### src/rtl/sb_drain_ctrl.sv
// Owns the single D-cache port: arbitrates pipeline loads against store-buffer
// drains, one transaction at a time, with store anti-starvation and fence/flush.
module sb_drain_ctrl #(
  parameter int unsigned SB_ENTRIES   = 4,
  parameter int unsigned STARVE_LIMIT = 8,
  parameter int unsigned CW           = $clog2(SB_ENTRIES + 1)
) (
  input  logic          clock,
  input  logic          reset,
  input  logic          ld_req_valid,
  input  logic [31:0]   ld_addr,
  output logic          ld_ready,
  output logic          ld_resp_valid,
  output logic [31:0]   ld_resp_data,
  input  logic          sb_deq_valid,
  input  logic [31:0]   sb_deq_addr,
  input  logic [31:0]   sb_deq_data,
  input  logic [3:0]    sb_deq_wstrb,
  input  logic [CW-1:0] sb_count,
  input  logic          sb_full,
  output logic          sb_deq_req,
  input  logic          drain_all,
  output logic          drain_done,
  input  logic          flush,
  output logic          dc_req_valid,
  output logic          dc_req_we,
  output logic [31:0]   dc_req_addr,
  output logic [31:0]   dc_req_wdata,
  output logic [3:0]    dc_req_wstrb,
  input  logic          dc_req_ready,
  input  logic          dc_resp_valid,
  input  logic [31:0]   dc_resp_rdata
);

  localparam int unsigned   SW         = $clog2(STARVE_LIMIT + 1);
  localparam logic [SW-1:0] STARVE_MAX = SW'(STARVE_LIMIT);

  typedef enum logic [1:0] {IDLE = 2'd0, REQ = 2'd1, RESP = 2'd2} state_t;

  state_t        state_q, state_d;
  logic          we_q;
  logic [31:0]   addr_q, wdata_q;
  logic [3:0]    wstrb_q;
  logic          drain_pending_q, kill_q;
  logic [SW-1:0] starve_q;

  logic in_idle, arb_en, force_st, ld_grant, st_grant, drain_fire, resp_fire, kill_now;

  // Arbitration: forced stores, then loads (unless fencing), then stores.
  always_comb begin
    in_idle    = (state_q == IDLE);
    arb_en     = in_idle && !flush && !reset;
    force_st   = drain_pending_q || sb_full || (starve_q >= STARVE_MAX);
    ld_grant   = arb_en && ld_req_valid && !drain_pending_q && !(force_st && sb_deq_valid);
    st_grant   = arb_en && sb_deq_valid && !ld_grant;
    drain_fire = drain_pending_q && in_idle && (sb_count == CW'(0)) && !flush;
    resp_fire  = (state_q == RESP) && dc_resp_valid;
    kill_now   = kill_q || flush;
  end

  always_ff @(posedge clock or posedge reset) begin
    if (reset) state_q <= IDLE;
    else       state_q <= state_d;
  end

  always_comb begin
    state_d = state_q;
    case (state_q)
      IDLE:    if (ld_grant || st_grant) state_d = REQ;
      REQ:     if (dc_req_ready)         state_d = RESP;
      RESP:    if (dc_resp_valid)        state_d = IDLE;
      default: state_d = IDLE;
    endcase
  end

  always_comb begin
    ld_ready      = 1'b0;
    ld_resp_valid = 1'b0;
    ld_resp_data  = 32'd0;
    sb_deq_req    = 1'b0;
    drain_done    = 1'b0;
    dc_req_valid  = (state_q == REQ);
    dc_req_we     = we_q;
    dc_req_addr   = addr_q;
    dc_req_wdata  = wdata_q;
    dc_req_wstrb  = wstrb_q;
    ld_ready      = ld_grant;
    drain_done    = drain_fire;
    if (resp_fire && !kill_now) begin
      if (we_q) begin
        sb_deq_req = 1'b1;
      end else begin
        ld_resp_valid = 1'b1;
        ld_resp_data  = dc_resp_rdata;
      end
    end
  end

  // Request registers hold the granted transaction until the cache consumes it.
  always_ff @(posedge clock or posedge reset) begin
    if (reset) begin
      we_q    <= 1'b0;
      addr_q  <= 32'd0;
      wdata_q <= 32'd0;
      wstrb_q <= 4'd0;
    end else if (st_grant) begin
      we_q    <= 1'b1;
      addr_q  <= sb_deq_addr;
      wdata_q <= sb_deq_data;
      wstrb_q <= sb_deq_wstrb;
    end else if (ld_grant) begin
      we_q    <= 1'b0;
      addr_q  <= ld_addr;
      wdata_q <= 32'd0;
      wstrb_q <= 4'd0;
    end
  end

  // Fence, starvation and kill bookkeeping.
  always_ff @(posedge clock or posedge reset) begin
    if (reset) begin
      drain_pending_q <= 1'b0;
      starve_q        <= '0;
      kill_q          <= 1'b0;
    end else begin
      if (flush)           drain_pending_q <= 1'b0;
      else if (drain_fire) drain_pending_q <= 1'b0;
      else if (drain_all)  drain_pending_q <= 1'b1;

      if (flush || !sb_deq_valid || st_grant)    starve_q <= '0;
      else if (ld_grant && starve_q != STARVE_MAX) starve_q <= starve_q + SW'(1);

      if (resp_fire)             kill_q <= 1'b0;
      else if (flush && !in_idle) kill_q <= 1'b1;
    end
  end

endmodule
### config.mk
export PLATFORM = sky130hd
export DESIGN_NAME = sb_drain_ctrl
export DESIGN_NICKNAME = d
export VERILOG_FILES = /design/src/rtl/sb_drain_ctrl.sv
export SDC_FILE = /design/constraint.sdc
export NUM_CORES = 1
export LEC_CHECK = 0
export CAP_MARGIN = 20
export CORE_MARGIN = 8
export CORE_UTILIZATION = 35
export CTS_CLUSTER_DIAMETER = 100
export DETAILED_ROUTE_END_ITERATION = 10
export GPL_TIMING_DRIVEN = 0
export PLACE_DENSITY = 0.81
export SKIP_LAST_GASP = 1
export SLEW_MARGIN = 10
export SYNTH_ARGS = -nofsm -noshare
export SYNTH_HDL_FRONTEND = slang
export SYNTH_SLANG_ARGS = --single-unit
### constraint.sdc
create_clock -name clock -period 3.1 [get_ports clock]
set_clock_uncertainty 0.2 [all_clocks]
set_input_delay 0.62 -clock clock [delete_from_list [all_inputs] [get_ports clock]]
set_output_delay 0.62 -clock clock [all_outputs]
set_load 0.02 [all_outputs]
Fig. 1: placed cells, one color a class
Bar = 20 um.
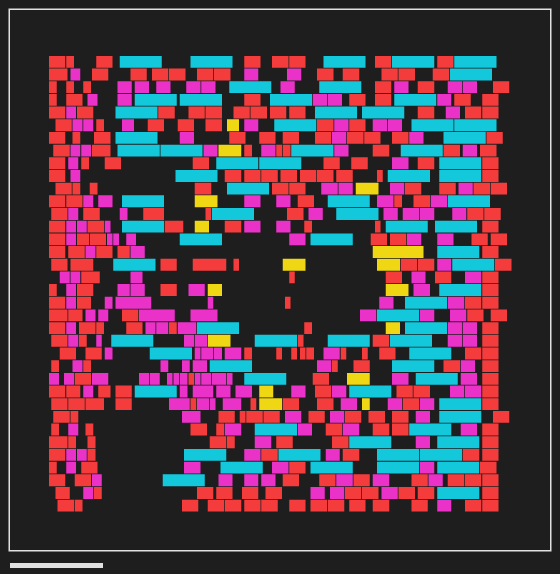
[red] other buffers and delay cells | cells: 281 | share of their area: 41%
[cyan] flip-flops | cells: 77 | share of their area: 31%
[magenta] all other logic | cells: 178 | share of their area: 24%
[yellow] clock drivers and dummy loads | cells: 16 | share of their area: 3.3%

Fig. 2: logic cells by family
Bar = 20 um.
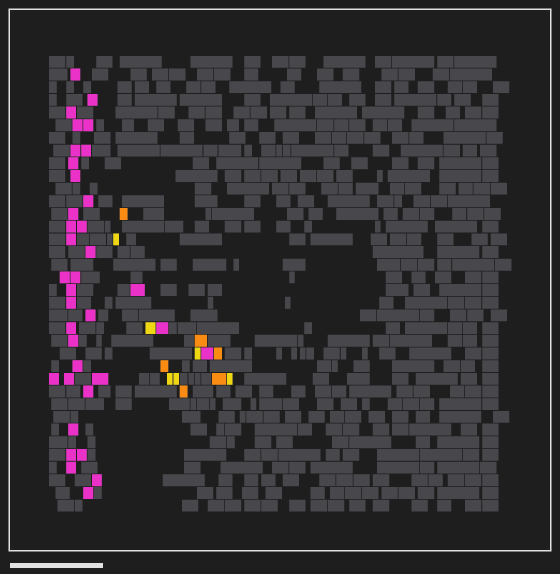
[magenta] AND and OR gates | cells: 36 | where: a vertical strip on the left
[orange] inverting AOI/OAI gates | cells: 6
[yellow] inverters | cells: 6

Fig. 3: clock distribution
Bar = 20 um.
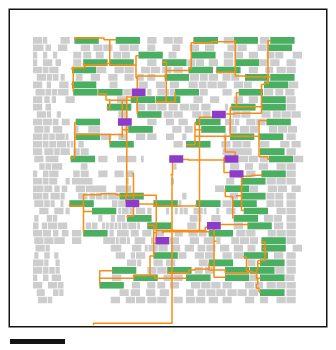
[green] flip-flops | count: 77
[orange] clock wires | length: 995 um
[purple] cells driving clock nets | count: 9
routed clock nets: 10

Fig. 4: the clock network
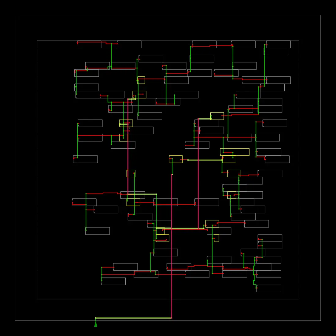
flop count: 77
Worst-Skew Late Latency: 0.34 ns
P_clk: 789 uW
clock buf count: 9
clk sinks: 77

==> run notes <==
flow finished, numbers: status completed, # diodes 0, R2R Setup Slk between 0.6 and 0.7 ns, min-delay worst type register to register, CTS Hold Buffers Added 0, worst r2r dst dc_req_addr[9]$_DFFE_PP0P_, Syn Inst Count 286, CP Capture Type output pin, final HPWL from detailed placement about 11 mm, Data arrival, critical path ~2.2 ns, maximum clock path buffer count 2, Yosys warnings 0, Final Slew Violations 0, fp_density between 30% and 40%, top cells by area, synth dfrtp_1, a22o_1, a221o_1, TritonCTS Buffers 9, Maximum Capacitance Violations 0, largest net degree at the start of global routing ~42, Worst path depth 5, cell family with most CP delay buffers and inverters, routed len/inst around 21 um, Avg Inst Size Synth ~12 um2, worst r2r src state_q[1]$_DFFE_PP0P_, Pwr Density approximately 600 nW/um2, total power draw about 3800 uW, tool warnings 29, most frequent logic cells in the routed design clkdlybuf4s50_1, dfrtp_1, a22o_1, a221o_1, and2_1, die x size ~120 um, initial detailed-routing violation count 279, RSZ-0062 raised after global routing true, wire length on met1 ~5 mm, worst stage delay on the critical path between 0.5 and 0.6 ns, Worst path most repeated cell buf_2, vias in the first global route 4,073, # rows 36, Final Hold Viols 0, Slew @ Worst Pin 0.601 ns, WL met2 between 7 and 8 mm, via count 3,658, Final ANT Viol Nets 0, placed insts between 600 and 700, Syn Nets approximately 430, WP buf/inv 3, met2 Resource Use GR 35.9%, clock root buffer master clkbuf_8, HP Start dc_req_wdata[11]$_DFFE_PP0P_, Top Ports ~250, CTS tree done, aoi share 21.9%, CTS clk-pin slew, worst paths 0.08 ns, Layout Cells excl Fill a little under 700, Mapped Area around 3500 um2, DRC Markers 0, Port Buffer Count roughly 250, initial antenna violation count 0, Post-DP Area between 6000 and 7000 um2, Overall Global Routing Usage a little over a fifth, utilization after layout 64.7%, Tmin final ~3.0 ns, Startpoint Class input pin, Hold Path Cell Cnt 1, hold slack about 0.31 ns, drt pass-1 iters 4, share of layout cells above drive strength 1 12.3%, Std-Cell Core Area 9730 um2, first-pass GRT wire length ~22 mm, slowest library cell on the worst path clkdlybuf4s50_1, Lkg Pwr between 0.002 and 0.003 uW, CTS H-Tree Depth 3
## what timing repair did
item / CTS / global route
pin swaps: 1 / 1
setup buffers: 1 / 0
resized: 88 / 32
endpoints found under the setup margin: 36 / 24
## registers in the layout, indices dropped and copies added, names as in the netlist
register         cells
dc_req_we            1
kill_q               1
starve_q             4
dc_req_addr         32
drain_pending_q      1
dc_req_wdata        32
dc_req_wstrb         4
state_q              2
## cell usage after synthesis
| library cell | instances |
|---|---|
| and2_1 | 32 |
| or4b_2 | 1 |
| nand4b_1 | 1 |
| nor4b_1 | 30 |
| nor2b_1 | 2 |
| o31a_1 | 1 |
| nand4_1 | 1 |
| dfrtp_1 | 77 |
| buf_6 | 1 |
| nor4_4 | 1 |
| o2111a_1 | 3 |
| or2_2 | 1 |
| or4_1 | 2 |
| nor4_1 | 2 |
| buf_2 | 9 |
| o21a_1 | 3 |
| inv_1 | 6 |
| o211a_1 | 1 |
| a21boi_1 | 1 |
| a22o_1 | 37 |
| ha_1 | 2 |
| nor2_1 | 3 |
| nand2b_1 | 2 |
| o21ai_0 | 3 |
| o21ai_1 | 1 |
| nand2_1 | 3 |
| nand3_1 | 2 |
| o32ai_1 | 1 |
| a21o_1 | 1 |
| clkbuf_1 | 19 |
| a221o_1 | 32 |
| buf_1 | 2 |
| nor3_1 | 3 |
## power breakdown
group | total (uW) | switching, uW | internal, uW
logic | 1540 | 697 | 840
clock network | 789 | 407 | 382
registers | 1430 | 166 | 1270
## layout make-up
class | count | area (um2)
Fill cell | 809 | 3430
Buffer | 31 | 153
Multi-Input combinational cell | 172 | 1430
Tap cell | 133 | 166
Clock inverter | 7 | 77.6
Inverter | 6 | 25.0
Sequential cell | 77 | 1930
Timing Repair Buffer | 250 | 2390
Clock buffer | 9 | 124
Power is estimated from default activity; no workload was simulated.
